<file path="config.mk">
export PLATFORM = sky130hd
export DESIGN_NAME = serial_adder
export DESIGN_NICKNAME = d
export VERILOG_FILES = /design/src/rtl/serial_adder_pkg.sv /design/src/rtl/serial_adder_full_adder.sv /design/src/rtl/serial_adder.sv
export SDC_FILE = /design/constraint.sdc
export NUM_CORES = 1
export LEC_CHECK = 0
export CORE_MARGIN = 1
export CORE_UTILIZATION = 35
export DETAILED_ROUTE_END_ITERATION = 16
export GPL_ROUTABILITY_DRIVEN = 0
export GPL_TIMING_DRIVEN = 0
export SYNTH_ARGS = -nofsm -noshare
export SYNTH_HDL_FRONTEND = slang
export SYNTH_SLANG_ARGS = --single-unit
</file>
<file path="constraint.sdc">
create_clock -name clk -period 2.3 [get_ports clk]
set_clock_uncertainty 0.15 [all_clocks]
set_input_delay 0.46 -clock clk [delete_from_list [all_inputs] [get_ports clk]]
set_output_delay 0.46 -clock clk [all_outputs]
set_load 0.005 [all_outputs]
</file>
<file path="src/rtl/serial_adder_pkg.sv">
// Shared constants for the serial adder: FSM state encodings.
package serial_adder_pkg;

  typedef enum logic [1:0] {
    IDLE  = 2'd0,
    SHIFT = 2'd1,
    DONE  = 2'd2
  } sa_state_t;

endpackage

</file>
<file path="src/rtl/serial_adder_full_adder.sv">
// Single-bit combinational full adder cell.
module full_adder (
  input  logic A,
  input  logic B,
  input  logic Cin,
  output logic Sum,
  output logic Cout
);

  assign Sum  = A ^ B ^ Cin;
  assign Cout = (A & B) | (Cin & (A ^ B));

endmodule

</file>
<file path="src/rtl/serial_adder.sv">
// Bit-serial adder: one full_adder cell fed LSB-first, carry closed through a flop.
module serial_adder
  import serial_adder_pkg::*;
#(
  parameter int WIDTH = 8
) (
  input  logic             clk,
  input  logic             rst_n,
  input  logic             start,
  input  logic [WIDTH-1:0] a,
  input  logic [WIDTH-1:0] b,
  input  logic             cin,
  output logic             busy,
  output logic             done,
  output logic [WIDTH-1:0] sum,
  output logic             cout
);

  localparam int CNT_W = $clog2(WIDTH);
  localparam logic [CNT_W-1:0] LAST = CNT_W'(WIDTH - 1);

  sa_state_t        state;
  logic [WIDTH-1:0] a_sr, b_sr, res_sr;
  logic             carry;
  logic [CNT_W-1:0] bit_cnt;
  logic             s, co;

  full_adder u_fa (
    .A   (a_sr[0]),
    .B   (b_sr[0]),
    .Cin (carry),
    .Sum (s),
    .Cout(co)
  );

  always_ff @(posedge clk or negedge rst_n) begin
    if (!rst_n) begin
      state   <= IDLE;
      a_sr    <= '0;
      b_sr    <= '0;
      res_sr  <= '0;
      carry   <= 1'b0;
      bit_cnt <= '0;
      busy    <= 1'b0;
      done    <= 1'b0;
      sum     <= '0;
      cout    <= 1'b0;
    end else begin
      case (state)
        IDLE: begin
          done <= 1'b0;
          if (start) begin
            a_sr    <= a;
            b_sr    <= b;
            carry   <= cin;
            bit_cnt <= '0;
            busy    <= 1'b1;
            state   <= SHIFT;
          end
        end
        SHIFT: begin
          res_sr <= {s, res_sr[WIDTH-1:1]};
          a_sr   <= a_sr >> 1;
          b_sr   <= b_sr >> 1;
          carry  <= co;
          if (bit_cnt == LAST) begin
            // Counter parks at zero instead of wrapping past WIDTH-1.
            bit_cnt <= '0;
            sum     <= {s, res_sr[WIDTH-1:1]};
            cout    <= co;
            done    <= 1'b1;
            state   <= DONE;
          end else begin
            bit_cnt <= bit_cnt + CNT_W'(1);
          end
        end
        DONE: begin
          done  <= 1'b0;
          busy  <= 1'b0;
          state <= IDLE;
        end
        default: begin
          done  <= 1'b0;
          busy  <= 1'b0;
          state <= IDLE;
        end
      endcase
    end
  end

endmodule
</file>
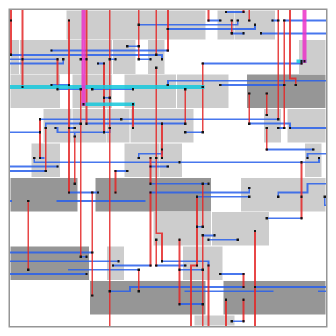
Figure 1: a small window of the routed layout.
Window x 25 to 50, y 10 to 35 microns. Cells in gray, sequential cells in the stronger gray; small squares are vias.
Blue stands for M1. Red stands for M2. Cyan stands for M3. Magenta stands for M4.
Most frequent: dfrtp_1 (6), nor2_1 (3), clkbuf_8 (3). Sequential cells in the window: 6. 33 logic cells have their middle in the window. Netlist names of flops here include bit_cnt (3), state (2).

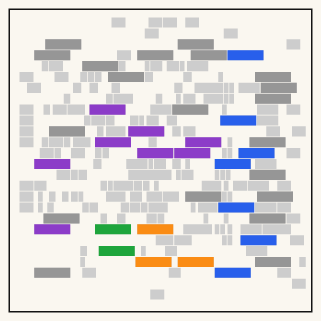
Figure 2: sequential cells colored by netlist name.
Scale: 4 px per micron. Other sequential cells in the stronger gray, the rest of the logic in the fainter gray.
Blue stands for res_sr, flops 7. Purple stands for b_sr, flops 8. Green stands for state, flops 2. Orange stands for bit_cnt, flops 3.
Another 20 sequential cells are not colored.

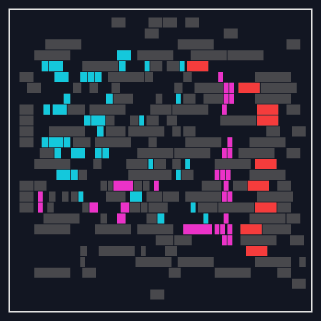
Figure 3: gate-type map.
Scale: 4 px per micron.
Magenta stands for nand cells, cells 29. Red stands for mux cells, cells 9. Cyan stands for nor cells, cells 36.
logic share of the area: 31.95%
most frequent standard cell in the layout excluding fill and tap cells: dfrtp_1
Final Instance Count excl. Fillers: 274

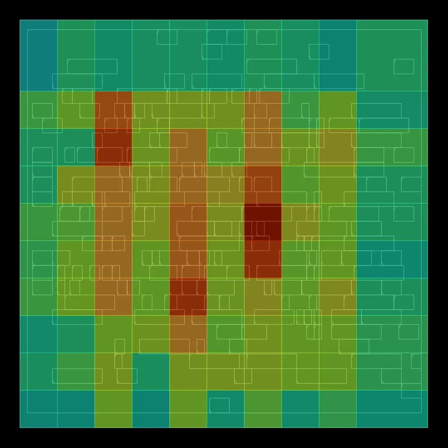
Figure 4: routing congestion map.
met1 Use GR: 19.70%
all-layer global routing usage: 15.48%
final cell utilization of the core: 47.01%

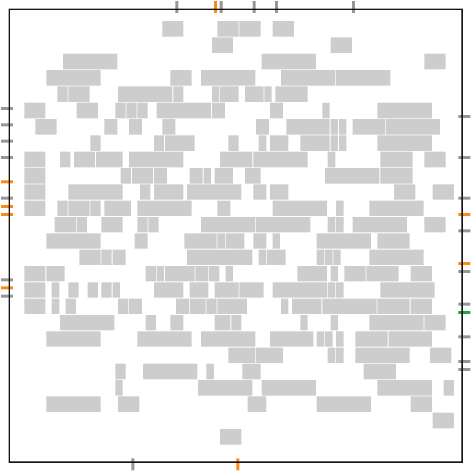
Figure 5: pin map.
Scale: 6 px per micron. Pins as bars across the die edge, other pins in gray.
Orange stands for b, pins 8, direction input, edge 4 west, 2 east, 1 south, 1 north. Green stands for done, pins 1, direction output, edge east.
All pins by edge: 12 east, 11 west, 6 north, 2 south.

==> ci_impl_report.md <==
### Yosys + OpenROAD results

| Metric | Value |
|---|---|
| Flip-flops with a built-in enable | `0` |
| Vertical die dimension | `75.23 microns` |
| Simple-Gate Area Share | `19.67%` |
| Cell at the slowest stage of the critical path | `clkdlybuf4s50_1` |
| Input/output buffers | `30` |
| Worst path cell trace | `clkdlybuf4s50_1` |
| Mean post-synth cell area | `11.44 sq um` |
| Transition time at the pin with the least slew margin | `0.3252 ns` |
| R2R Setup Slk | `0.69 ns` |
| Power of the clock network | `0.623 mW` |
| # nets final | `226` |
| Top class by area | `registers` |
| Final-layout setup total negative slack | `0 ns` |
| Flip-flop and latch area | `0.001001 sq mm` |
| Number of logic gates | `110` |
| Instance tally after logic synthesis | `164` |
| Wire length on met3 | `135 microns` |
| Remaining antenna violation count | `0` |
| Non-clock buffer area fraction after layout | `17.30%` |
| Fraction of registers with async set/reset | `100.0%` |
| Required time reported for the critical path endpoint | `1.69 ns` |
| Via count of the first global-routing pass | `1381` |
| Share of post-route cells with drive strength above 1 | `22.06%` |
| Initial core utilization | `36.51%` |
| Antenna violations before repair | `0` |
| Most numerous cell in the Yosys netlist | `dfrtp_1` |
| Hold buffer count at cts | `1` |
| Number of gates on the worst path with buffers counted | `1` |
| Status | `complete, no violations` |
| Final Max Slew Viols | `0` |
| Number of buffers between clock root and the deepest sink | `2` |
| Hold Path Cell Cnt | `2` |
| Final-layout clock-cell area share | `5.230%` |
| Clock transition at path regs | `0.08 ns` |
| FP Rows | `26` |
| Largest power group | `combinational logic` |
| Most instantiated cells after synthesis | `40 x dfrtp_1, 24 x nand2_1, 17 x nor3_1, 13 x o22ai_1, 10 x nor2_1` |
| Leak Pwr | `1.065 nW` |
| And-or/or-and share of the synthesized area | `11.87%` |
| Cell count after placement | `265` |
No activity file was given, so power comes from the tool's default toggle rates.
